### config.mk
export PLATFORM = sky130hd
export DESIGN_NAME = scan_uart_tx
export DESIGN_NICKNAME = d
export VERILOG_FILES = /design/src/rtl/scan_pkg.sv /design/src/rtl/sync_fifo.sv /design/src/rtl/scan_uart_tx.sv
export SDC_FILE = /design/constraint.sdc
export NUM_CORES = 1
export LEC_CHECK = 0
export CORE_ASPECT_RATIO = 1.4
export CORE_MARGIN = 5
export CORE_UTILIZATION = 40
export CTS_CLUSTER_SIZE = 24
export DETAILED_ROUTE_END_ITERATION = 8
export PLACE_DENSITY_LB_ADDON = 0.3
export SYNTH_ARGS = -nofsm -noshare
export SYNTH_HDL_FRONTEND = slang
export SYNTH_SLANG_ARGS = --single-unit
### constraint.sdc
create_clock -name clk -period 6.39 [get_ports clk]
set_clock_uncertainty 0.05 [all_clocks]
set_input_delay 1.278 -clock clk [delete_from_list [all_inputs] [get_ports clk]]
set_output_delay 1.278 -clock clk [all_outputs]
set_load 0.02 [all_outputs]
### src/rtl/scan_pkg.sv
// Shared types and constants for the scan bridge return path.
// Holds the UART TX state encoding and frame bit levels.
package scan_pkg;

    typedef enum logic [1:0] {
        IDLE,
        START,
        DATA,
        STOP
    } tx_state_t;

    localparam logic START_BIT = 1'b0;
    localparam logic STOP_BIT  = 1'b1;

    localparam int DEF_CLKS_PER_BIT = 1250;

endpackage

### src/rtl/sync_fifo.sv
// Single-clock byte FIFO with show-ahead read data.
// A push into a full FIFO is accepted only when a pop happens in the same cycle.
module sync_fifo #(
    parameter int WIDTH = 8,
    parameter int DEPTH = 4
) (
    input  logic             clk,
    input  logic             rst_n,
    input  logic             push,
    input  logic             pop,
    input  logic [WIDTH-1:0] wdata,
    output logic [WIDTH-1:0] rdata,
    output logic             full,
    output logic             empty
);

    localparam int AW = $clog2(DEPTH);

    logic [WIDTH-1:0] mem [DEPTH];
    logic [AW-1:0]    wr_ptr;
    logic [AW-1:0]    rd_ptr;
    logic [AW:0]      count;
    logic             do_push;
    logic             do_pop;

    assign empty   = (count == '0);
    assign full    = (count == (AW+1)'(DEPTH));
    assign do_pop  = pop & ~empty;
    assign do_push = push & (~full | do_pop);
    assign rdata   = mem[rd_ptr];

    always_ff @(posedge clk) begin
        if (do_push) begin
            mem[wr_ptr] <= wdata;
        end
    end

    always_ff @(posedge clk) begin
        if (!rst_n) begin
            wr_ptr <= '0;
            rd_ptr <= '0;
            count  <= '0;
        end else begin
            if (do_push) begin
                wr_ptr <= wr_ptr + 1'b1;
            end
            if (do_pop) begin
                rd_ptr <= rd_ptr + 1'b1;
            end
            if (do_push && !do_pop) begin
                count <= count + 1'b1;
            end else if (!do_push && do_pop) begin
                count <= count - 1'b1;
            end
        end
    end

endmodule

### src/rtl/scan_uart_tx.sv
// Packs TDO bits captured on TCK rises into bytes and sends them as 8N1 frames.
// tx is registered from the current state, so it lags the state by one clk.
module scan_uart_tx
    import scan_pkg::*;
#(
    parameter int CLKS_PER_BIT = DEF_CLKS_PER_BIT,
    parameter int FIFO_DEPTH   = 4
) (
    input  logic clk,
    input  logic rst_n,
    input  logic tck,
    input  logic tms,
    input  logic tdo,
    output logic tx,
    output logic busy,
    output logic overflow
);

    localparam int CW = $clog2(CLKS_PER_BIT);

    logic            tck_q;
    logic            cap;
    logic [7:0]      sr;
    logic [2:0]      bitcnt;
    logic            push;
    logic [7:0]      push_byte;
    logic            pop;
    logic [7:0]      rdata;
    logic            full;
    logic            empty;
    tx_state_t       state;
    logic [CW-1:0]   baud_cnt;
    logic            baud_tc;
    logic [2:0]      idx;
    logic [7:0]      tx_byte;

    assign cap       = tck & ~tck_q;
    assign push      = cap & tms & (bitcnt == 3'd7);
    assign push_byte = {tdo, sr[7:1]};
    assign baud_tc   = (baud_cnt == CW'(CLKS_PER_BIT - 1));
    assign pop       = ~empty & ((state == IDLE) | ((state == STOP) & baud_tc));
    assign busy      = (state != IDLE) | ~empty;

    always_ff @(posedge clk) begin
        if (!rst_n) begin
            tck_q  <= 1'b0;
            sr     <= '0;
            bitcnt <= '0;
        end else begin
            tck_q <= tck;
            if (cap) begin
                if (tms) begin
                    sr     <= push_byte;
                    bitcnt <= bitcnt + 1'b1;
                end else begin
                    bitcnt <= '0;
                end
            end
        end
    end

    // Sticky: only a drop (full, no simultaneous pop) sets it.
    always_ff @(posedge clk) begin
        if (!rst_n) begin
            overflow <= 1'b0;
        end else if (push && full && !pop) begin
            overflow <= 1'b1;
        end
    end

    sync_fifo #(
        .WIDTH (8),
        .DEPTH (FIFO_DEPTH)
    ) u_fifo (
        .clk   (clk),
        .rst_n (rst_n),
        .push  (push),
        .pop   (pop),
        .wdata (push_byte),
        .rdata (rdata),
        .full  (full),
        .empty (empty)
    );

    always_ff @(posedge clk) begin
        if (!rst_n) begin
            state    <= IDLE;
            baud_cnt <= '0;
            idx      <= '0;
            tx_byte  <= '0;
            tx       <= STOP_BIT;
        end else begin
            unique case (state)
                IDLE: begin
                    tx <= STOP_BIT;
                    if (pop) begin
                        tx_byte  <= rdata;
                        baud_cnt <= '0;
                        state    <= START;
                    end
                end
                START: begin
                    tx <= START_BIT;
                    if (baud_tc) begin
                        baud_cnt <= '0;
                        idx      <= '0;
                        state    <= DATA;
                    end else begin
                        baud_cnt <= baud_cnt + 1'b1;
                    end
                end
                DATA: begin
                    tx <= tx_byte[idx];
                    if (baud_tc) begin
                        baud_cnt <= '0;
                        if (idx == 3'd7) begin
                            state <= STOP;
                        end else begin
                            idx <= idx + 1'b1;
                        end
                    end else begin
                        baud_cnt <= baud_cnt + 1'b1;
                    end
                end
                STOP: begin
                    tx <= STOP_BIT;
                    if (baud_tc) begin
                        baud_cnt <= '0;
                        if (pop) begin
                            tx_byte <= rdata;
                            state   <= START;
                        end else begin
                            state <= IDLE;
                        end
                    end else begin
                        baud_cnt <= baud_cnt + 1'b1;
                    end
                end
                default: state <= IDLE;
            endcase
        end
    end

endmodule
run_1/met3.png
(2 px per um) Cells faint in the background.
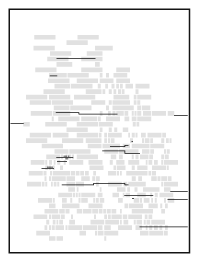
longest straight run = 23.9 um
share of all routed wire = 3.1%
wire length on this layer = 213 um
nets with wire on the layer = 14
GR met3 Demand/Resource: 4.01%
routed via count: 2400
total wire length after detailed routing: 6770 um

run_1/registers.png
(2 px per um) Other sequential cells in the stronger gray, the rest of the logic in the fainter gray.
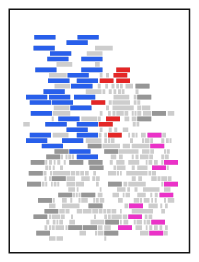
red -> tx_byte  # sequential cells 8
magenta -> baud_cnt  # sequential cells 11
blue -> u_fifo.mem  # sequential cells 32
not colored = 27
power in sequential cells: 0.628 mW
area used by sequential logic in the layout: 1880 um2
register share of the cell area: 46.8%

==> flow_summary.rst, run 1 <==
Run summary
-----------

.. list-table::
   :header-rows: 1

   * - Metric
     - Value
   * - First-pass GRT wire length
     - 11400 um
   * - Startpoint-to-endpoint class of the critical path
     - primary input to flop
   * - Combinational fraction of design power
     - 27.8%
   * - Cell taking the most area after synthesis
     - edfxtp_1
   * - Relative contribution of sequential cells to total power
     - 37.6%
   * - Largest Register
     - u_fifo.mem
   * - Row count
     - 40
   * - Top cells by area, synth
     - edfxtp_1, dfxtp_1, mux4_2
   * - Peak ir drop on the vdd network
     - 0.223 mV
   * - Placer Congestion
     - 0.811
   * - Layer with the highest usage
     - met2
   * - Fill cell instance count of the final layout
     - 792
   * - Post-synthesis sequential element count
     - 78
   * - Register share after synthesis
     - 53.4%
   * - Share of cells above drive strength 1
     - 11.0%
   * - Data arrival time at the worst-slack endpoint
     - 4.13 ns
   * - Final clock period utilization by the worst path
     - 61.4%
   * - Flip-flop count of the largest register after layout
     - 32
   * - Measured slew at the worst slew-check pin
     - 0.962 ns
   * - Number of I/O port buffers
     - 7
   * - Maximum buffer depth of the clock tree
     - 2
   * - Number of max-cap violations
     - 0
   * - Total negative slack
     - 0 ns
   * - Cell variety after synth
     - 54
   * - Ordered cell list for the critical path
     - clkdlybuf4s50_1 > clkinv_1 > a311oi_2 > o21ai_0 > a31oi_1
   * - GR Util met2
     - 24.0%
   * - Power per Cell Area
     - 415 nW/um2
   * - Final routed DRC violation total
     - 0
   * - Final setup vio count
     - 0
   * - Die outline area
     - 10800 um2
   * - Floorplan core area
     - 8610 um2
   * - Max-area cell share
     - 27.3%
   * - Tightest Hold Check Type
     - flop to flop
   * - Number of buffers inserted for hold repair after clock tree synthesis
     - 0
   * - Number of H-tree branching levels
     - 3
   * - Largest registers
     - u_fifo.mem (32), baud_cnt (11), tx_byte (8)
   * - Ratio of routed vias to standard cells
     - 5.57
   * - Top cells excl fill/tap
     - dfxtp_1, nand2_1, edfxtp_1
   * - Area added between synthesis and finish
     - 14.1%
   * - Post-CTS clock slew at the launch and capture registers of the worst setup and hold paths
     - 0.06 ns
   * - Number of optimization iterations in the first detailed-route pass
     - 7
   * - Horizontal extent of the die
     - 89.3 um
   * - Core utilization before placement
     - 40.9%
   * - Async SR Flop Fraction
     - 0%
   * - Count of yosys warnings during synthesis
     - 0
   * - Total CTS buffers
     - 9
   * - Outcome
     - finished clean
   * - Crit-path max FO
     - 34
   * - Max Fclk
     - 0.255 GHz
run_1/clock_map.png
(3 px per um)
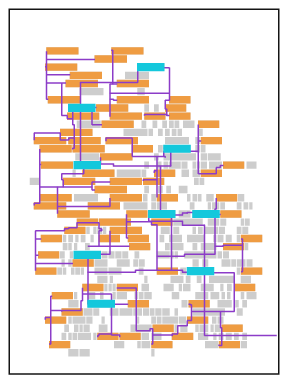
cyan -> cells driving clock nets  # count 9
orange -> flip-flops  # count 78
purple -> clock wires  # length 1020 um
flops lie = all over the die
routed clock nets = 10
Clk network pwr share: 34.6%
clock insertion delay at the later pin of the skew report: 0.33 ns
power in the clock group: 0.578 mW

run_1/metal_stack.png
(2 px per um)
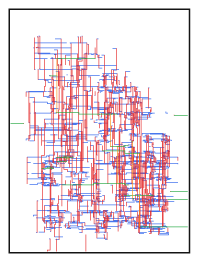
red -> met2  # wire length 3670 um
blue -> met1  # wire length 2750 um
orange -> met4  # wire length 129 um
green -> met3  # wire length 213 um
GRT Util Overall: 13.9%
routed length per instance: 15.7 um

run 1: kinds of logic (layout without fill, tap and decap cells):
group | Yosys count | after routing | share of synthesized area (%)
AND/OR/NAND/NOR | 100 | 100 | 15.8
buffers and inverters | 25 | 37 | 2.73
flip-flops | 78 | 78 | 53.4
adder cells (fa/ha/maj) | 16 | 16 | 5.89
multiplexers | 16 | 16 | 7.81
AND-OR/OR-AND | 77 | 77 | 13.9
XOR/XNOR | 2 | 2 | 0.497
run 1: power by group through the flow:
stage	sequential (mW)	combinational, mW	clock, mW
final	0.628	0.464	0.578
after global routing	0.637	0.521	0.614
after CTS	0.629	0.464	0.593
after detailed placement	0.639	0.460	0
after global placement	0.638	0.452	0
after floorplan	0.614	0.367	0
run 1: per-layer routing:
layer / wire [um] / share of wire (%)
met5: 0 / 0
met1: 2750 / 41
met4: 128 / 1.9
met2: 3670 / 54
met3: 212 / 3.1
run 1: through the flow:
stage | hold slack (ns) | total power, mW
finish | 0.407 | 1.67
global route | 0.429 | 1.77
CTS | 0.413 | 1.69
detailed placement | 0.405 | 1.10
global placement | 0.400 | 1.09
floorplan | 0.386 | 0.981
run 1: final timing paths:
| check | startpoint | endpoint | slack (ns) | depth (start not counted) |
|---|---|---|---|---|
| max reg2reg | baud_cnt[0] | u_fifo.count[2] | 3.43 | 10 |
| max | rst_n | baud_cnt[8] | 2.47 | 5 |
| min | bitcnt[2] | bitcnt[2] | 0.41 | 2 |
| min reg2reg | bitcnt[2] | bitcnt[2] | 0.41 | 2 |
run 1: final cells by class:
class	instances	area [um2]	share of cell area [%]
clock buffer	10	229	5.70
clock inverter	6	110	2.74
inverter	14	52.6	1.31
multi-input combinational	211	1550	38.4
sequential	78	1880	46.8
tap	105	131	3.27
timing repair buffer	7	70.1	1.74
==> run 1 -> run 2 <==
==> constraint.sdc (replaced) <==
create_clock -name clk -period 3.45 [get_ports clk]
set_clock_uncertainty 0.05 [all_clocks]
set_input_delay 0.69 -clock clk [delete_from_list [all_inputs] [get_ports clk]]
set_output_delay 0.69 -clock clk [all_outputs]
set_load 0.02 [all_outputs]
run_2/met3.png
(2 px per um) Cells faint in the background.
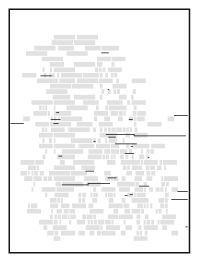
main direction = horizontal
share of all routed wire = 2.2%
longest straight run = 25.8 um
wire length on this layer = 147 um
nets with wire on the layer = 14
GR met3 Demand/Resource: 2.45%
routed via count: 2384
total wire length after detailed routing: 6590 um

==> run 2 against run 1 <==
Effect of this change:
- sequential share of layout area grew 0.16 points
- cell area shrank 0.34%
- sequential power grew 85%
- total power grew 75%
- first-iteration DRC count shrank 42%
- final cell count grew 1.4%
- hold slack gained 0.00086 ns
- critical path depth grew 1
- clock power grew 55%
- register-to-register slack lost 2.8 ns
- routed wire length shrank 2.5%
- critical endpoint is now busy
- largest cell class unchanged
- largest power group unchanged
- highest routed layer unchanged
==> flow_summary.rst, run 2 <==
Run summary
-----------

.. list-table::
   :header-rows: 1

   * - Metric
     - Value
   * - Outcome
     - finished clean
   * - Worst Reg2Reg Path Length in Cells
     - 11 (+1)
   * - Layer with the highest usage
     - met2
   * - Global Route met1 Usage
     - 15.9%
   * - Number of max-cap violations
     - 0 (unchanged)
   * - Startpoint-to-endpoint class of the critical path
     - flop to primary output
   * - Clk network pwr share
     - 30.6% (-4.0 points)
   * - Switching Power
     - 0.979 mW
   * - Combinational fraction of design power
     - 29.7% (+1.9 points)
   * - Routed length per instance
     - 15.1 um (-3.9%)
   * - Cell variety after synth
     - 54 (unchanged)
   * - Number of optimization iterations in the first detailed-route pass
     - 4 (-3)
   * - Flip-flop count of the largest register after layout
     - 32 (unchanged)
   * - Register share after synthesis
     - 53.4% (unchanged)
   * - Tightest Hold Check Type
     - flop to flop
   * - Worst reg2reg endpoint
     - u_fifo.count[2]
   * - Count of yosys warnings during synthesis
     - 0 (unchanged)
   * - Endpoint of the worst hold path
     - bitcnt[2]
   * - Largest registers
     - u_fifo.mem (32), baud_cnt (11), tx_byte (8)
   * - Number of I/O port buffers
     - 7 (unchanged)
   * - Power per Cell Area
     - 730 nW/um2 (+76%)
   * - Row count
     - 40 (unchanged)
   * - Hold Path Stages
     - 2 (unchanged)
   * - Clock insertion delay at the later pin of the skew report
     - 0.34 ns (about the same)
   * - Horizontal extent of the die
     - 89.3 um (unchanged)
   * - GR Util met2
     - 23.1% (-0.92 points)
   * - Placer Congestion
     - 0.780 (-3.8%)
   * - Post-CTS clock slew at the launch and capture registers of the worst setup and hold paths
     - 0.06 ns (about the same)
   * - Cell area after synthesis
     - 3520 um2
   * - # IOs
     - 8
   * - Floorplan core area
     - 8610 um2 (unchanged)
   * - Post-route total power
     - 2.93 mW (+75%)
   * - Reg2reg setup slack
     - 0.68 ns (-2.75 ns)
   * - Measured slew at the worst slew-check pin
     - 0.554 ns (-0.408 ns)
   * - Crit Reg-Reg Startpoint
     - baud_cnt[1]
   * - Crit-path max FO
     - 10 (-71%)
   * - MI comb area
     - 1550 um2 (unchanged)
   * - Die outline area
     - 10800 um2 (unchanged)
   * - GRT Util Overall
     - 13.8% (-0.076 points)
   * - Data required time of the critical path
     - 2.71 ns
   * - Clk sinks
     - 78
   * - Time the final worst path needs with I/O delays and setup
     - 3.07 ns
   * - Peak ir drop on the vdd network
     - 0.336 mV (+51%)
   * - Top cells by area, synth
     - edfxtp_1, dfxtp_1, mux4_2
   * - Total CTS buffers
     - 9 (unchanged)
   * - Cell taking the most area after synthesis
     - edfxtp_1
   * - Area added between synthesis and finish
     - 13.7%
   * - Area figure in the yosys stat output
     - 3520 um2
   * - Slew headroom
     - 63.1%
   * - Ordered cell list for the critical path
     - inv_1 > ha_1 > nor4b_2 > buf_4 > inv_1 > clkdlybuf4s50_1
   * - Ratio of routed vias to standard cells
     - 5.46 (-2.0%)
   * - Async SR Flop Fraction
     - 0% (unchanged)
   * - First-pass GRT wire length
     - 11500 um (+1.2%)
   * - Max Fclk
     - 0.326 GHz
   * - # Cells Yosys
     - 314
   * - Number of buffers inserted for hold repair after clock tree synthesis
     - 0 (unchanged)
   * - Worst Hold Margin
     - 0.408 ns (+0.000864 ns)
   * - Number of H-tree branching levels
     - 3 (unchanged)
   * - Maximum buffer depth of the clock tree
     - 2 (unchanged)
   * - Fill cell instance count of the final layout
     - 787 (-0.63%)
   * - Core utilization before placement
     - 40.9% (unchanged)
   * - Cell class contributing the biggest share of worst-path delay
     - buffers and inverters
   * - Switching portion of total power
     - 33.5%
   * - Source of the worst hold timing path
     - bitcnt[2]
   * - Final setup vio count
     - 0 (unchanged)
   * - Top cells excl fill/tap
     - dfxtp_1, nand2_1, edfxtp_1
   * - Total negative slack
     - 0 ns (unchanged)
   * - Share of cells above drive strength 1
     - 12.7% (+1.6 points)
   * - Final clock period utilization by the worst path
     - 89.0%
   * - Clock tree from TritonCTS
     - built
   * - Area used by sequential logic in the layout
     - 1880 um2 (unchanged)
   * - Relative contribution of sequential cells to total power
     - 39.7% (+2.1 points)
   * - Largest Register
     - u_fifo.mem
   * - Max-area cell share
     - 27.3% (unchanged)
   * - Post-synthesis sequential element count
     - 78 (unchanged)
   * - Data arrival time at the worst-slack endpoint
     - 2.33 ns (-1.80 ns)
   * - Residual overflow from global routing
     - 0
## run 2: cell counts after synthesis
No cell type changed its count.
## run 2: worst register-to-register path, stage by stage (launching register included)
cell      delay [ns]
dfxtp_1         0.37
inv_1           0.07
ha_1            0.19
and4bb_2        0.27
a41oi_2         0.34
or2_2           0.18
ha_1            0.17
inv_1           0.06
fa_1            0.37
xor2_1          0.18
or3_1           0.31
a21oi_1         0.14
## run 2: cells by family after synthesis
kind of cell | Yosys count | synth area share [%]
adders and majority gates | 16 | 5.89
buffers and inverters | 25 | 2.73
muxes | 16 | 7.81
xor gates and xnor gates | 2 | 0.497
and+or+nand+nor | 100 | 15.8
DFF | 78 | 53.4
AOI/OAI and AO/OA | 77 | 13.9
## run 2: area by class of cell
cell class                 count  share of cell area (%)
tap                          105                    3.28
inverter                      14                    1.31
clock inverter                 7                    1.37
sequential                    78                    47.0
timing repair buffer          13                    2.87
clock buffer                   9                    5.62
multi-input combinational    211                    38.6
## run 2: power by group through the flow
stage	clock network (mW)	logic (mW)	registers (mW)
floorplan	0	0.679	1.14
global placement	0	0.860	1.18
detailed placement	0	0.871	1.19
CTS	0.913	0.876	1.17
global route	0.944	0.986	1.18
finish	0.895	0.870	1.16
## run 2: worst max-delay path by stage
stage          cells after the start  slack [ns]  startpoint         endpoint
3_3_place_gp                      10        0.56         tms  u_fifo.count[2]
2_1_floorplan                     10        0.70         tck  u_fifo.count[2]
6_report                           6        0.38    state[0]             busy
3_5_place_dp                      10        0.48         tms  u_fifo.count[2]
5_1_grt                            6        0.26    state[1]             busy
4_1_cts                            6        0.38    state[0]             busy
## run 2: routing by layer
layer | share of wire (%) | routed length, um
met1 | 43 | 2810
met3 | 2.2 | 146
met2 | 52 | 3440
met4 | 3.0 | 196
met5 | 0 | 0
==> run 2 -> run 3 <==
--- a/config.mk
+++ b/config.mk
@@ -5,7 +5,6 @@
 export SDC_FILE = /design/constraint.sdc
 export NUM_CORES = 1
 export LEC_CHECK = 0
-export CORE_ASPECT_RATIO = 1.4
 export CORE_MARGIN = 5
 export CORE_UTILIZATION = 40
 export CTS_CLUSTER_SIZE = 24
run_3/clock_map.png
(4 px per um)
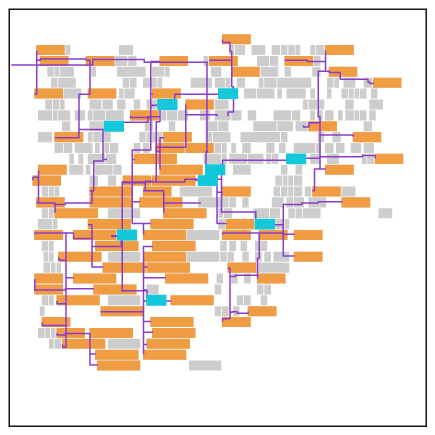
cyan -> cells driving clock nets  # count 9
orange -> flip-flops  # count 78
purple -> clock wires  # length 909 um
flops lie = all over the die
Clk network pwr share: 24.7%
power in the clock group: 0.668 mW
clock insertion delay at the later pin of the skew report: 0.36 ns

==> run 3 against run 2 <==
Effect of this change:
- sequential share of layout area is 1.0 points higher
- sequential power about the same
- routed wire length decreased by 5.1%
- first-iteration DRC count shrank 31%
- register-to-register slack about the same
- count of clock-buffer cells in the layout stayed put
- fmax fell by 1.1%
- critical path type unchanged
- critical endpoint unchanged
- largest cell class unchanged
==> flow_summary.rst, run 3 <==
Run summary
-----------

.. list-table::
   :header-rows: 1

   * - Metric
     - Value
   * - Outcome
     - finished clean
   * - Total negative slack
     - 0 ns (unchanged)
   * - Final setup vio count
     - 0 (unchanged)
   * - Routed length per instance
     - 14.2 um (-5.6%)
   * - Cell taking the most area after synthesis
     - edfxtp_1
   * - Power per Cell Area
     - 689 nW/um2 (-5.6%)
   * - Time the final worst path needs with I/O delays and setup
     - 3.10 ns (+0.0331 ns)
   * - Routed via count
     - 2354 (-1.3%)
   * - Residual overflow from global routing
     - 0 (unchanged)
   * - Ordered cell list for the critical path
     - inv_1 > ha_1 > nor4b_2 > buf_4 > inv_1 > clkdlybuf4s50_1
   * - Peak ir drop on the vdd network
     - 0.266 mV (-21%)
   * - First-pass GRT wire length
     - 10800 um (-5.9%)
   * - Top cells excl fill/tap
     - dfxtp_1, nand2_1, edfxtp_1
   * - Total CTS buffers
     - 9 (unchanged)
   * - Crit-path max FO
     - 10 (unchanged)
   * - Placer Congestion
     - 0.786 (+0.79%)
   * - # IOs
     - 8 (unchanged)
   * - Top cells by area, synth
     - edfxtp_1, dfxtp_1, mux4_2
   * - Post-synthesis sequential element count
     - 78 (unchanged)
   * - Count of yosys warnings during synthesis
     - 0 (unchanged)
   * - Register share after synthesis
     - 53.4% (unchanged)
   * - Floorplan core area
     - 8640 um2 (+0.32%)
   * - Cell variety after synth
     - 54 (unchanged)
   * - Post-route total power
     - 2.70 mW (-7.7%)
   * - Measured slew at the worst slew-check pin
     - 0.540 ns (-0.0140 ns)
   * - Number of max-cap violations
     - 0 (unchanged)
   * - Number of H-tree branching levels
     - 3 (unchanged)
   * - Clock tree from TritonCTS
     - built
   * - Max Fclk
     - 0.322 GHz (-1.1%)
   * - Post-CTS clock slew at the launch and capture registers of the worst setup and hold paths
     - 0.09 ns (+0.03 ns)
   * - Largest registers
     - u_fifo.mem (32), baud_cnt (11), tx_byte (8)
   * - # Cells Yosys
     - 314 (unchanged)
   * - Ratio of routed vias to standard cells
     - 5.36 (-1.7%)
   * - Max-area cell share
     - 27.3% (unchanged)
   * - Row count
     - 34 (-15%)
   * - Async SR Flop Fraction
     - 0% (unchanged)
   * - Maximum buffer depth of the clock tree
     - 2 (unchanged)
   * - Tightest Hold Check Type
     - flop to flop
   * - Die outline area
     - 10800 um2 (-0.24%)
   * - Horizontal extent of the die
     - 104 um (+16%)
   * - Number of I/O port buffers
     - 7 (unchanged)
   * - Number of buffers inserted for hold repair after clock tree synthesis
     - 0 (unchanged)
   * - Clk sinks
     - 78 (unchanged)
   * - Slew headroom
     - 64.0% (+0.89 points)
   * - Worst Hold Margin
     - 0.411 ns (+0.00265 ns)
   * - Number of optimization iterations in the first detailed-route pass
     - 4 (unchanged)
   * - Data required time of the critical path
     - 2.71 ns (about the same)
   * - Largest Register
     - u_fifo.mem
   * - Core utilization before placement
     - 40.8% (-0.13 points)
   * - Share of cells above drive strength 1
     - 12.7% (+0.038 points)
==> run 3: cell counts after synthesis <==
Identical to the previous run, type by type.
==> run 3: worst paths after layout <==
kind                             startpoint         endpoint  slack [ns]  cells after the start
worst max-delay path               state[0]             busy        0.35                      6
worst min register to register    bitcnt[1]        bitcnt[1]        0.41                      2
worst min-delay path              bitcnt[1]        bitcnt[1]        0.41                      2
worst max register to register  baud_cnt[1]  u_fifo.count[2]        0.67                     11
==> run 3: through the flow <==
step,setup WS [ns],std cells,instance area [um2]
after floorplan,0.698,314,3520
after global placement,0.554,423,3720
after detailed placement,0.482,423,3720
after CTS,0.329,439,3920
after global routing,0.204,439,3920
final,0.347,439,3920
==> run 3: cell type report <==
cell class | instances | area (um2)
clock buffer | 9 | 124
clock inverter | 7 | 72.6
fill | 797 | 4720
inverter | 14 | 52.6
multi-input combinational | 211 | 1550
sequential | 78 | 1880
tap | 108 | 135
timing repair buffer | 12 | 108
==> run 3: logic make-up (layout without fill, tap and decap cells) <==
group | count (synthesis) | after routing | synth area share [%]
XOR/XNOR | 2 | 2 | 0.497
flip-flops | 78 | 78 | 53.4
multiplexers | 16 | 16 | 7.81
buffers and inverters | 25 | 42 | 2.73
AND/OR/NAND/NOR | 100 | 100 | 15.8
AND-OR/OR-AND | 77 | 77 | 13.9
adder cells (fa/ha/maj) | 16 | 16 | 5.89
==> run 3: routing by layer <==
metal  global-route usage (%)  up-vias  share of wire, %
li1                         -     1200                 -
met1                     15.7     1118                47
met2                     19.9       28                49
met3                     3.54        8               2.8
met4                     3.98        0              0.94
met5                        0        -                 0
==> run 3: report_power, final <==
group          internal [mW]  leakage, nW  total (mW)  switching, mW
Combinational          0.396        0.554       0.872          0.476
Sequential              1.05        0.675        1.16          0.108
Clock                  0.285       0.0974       0.668          0.383
Power is estimated from default activity; no workload was simulated.
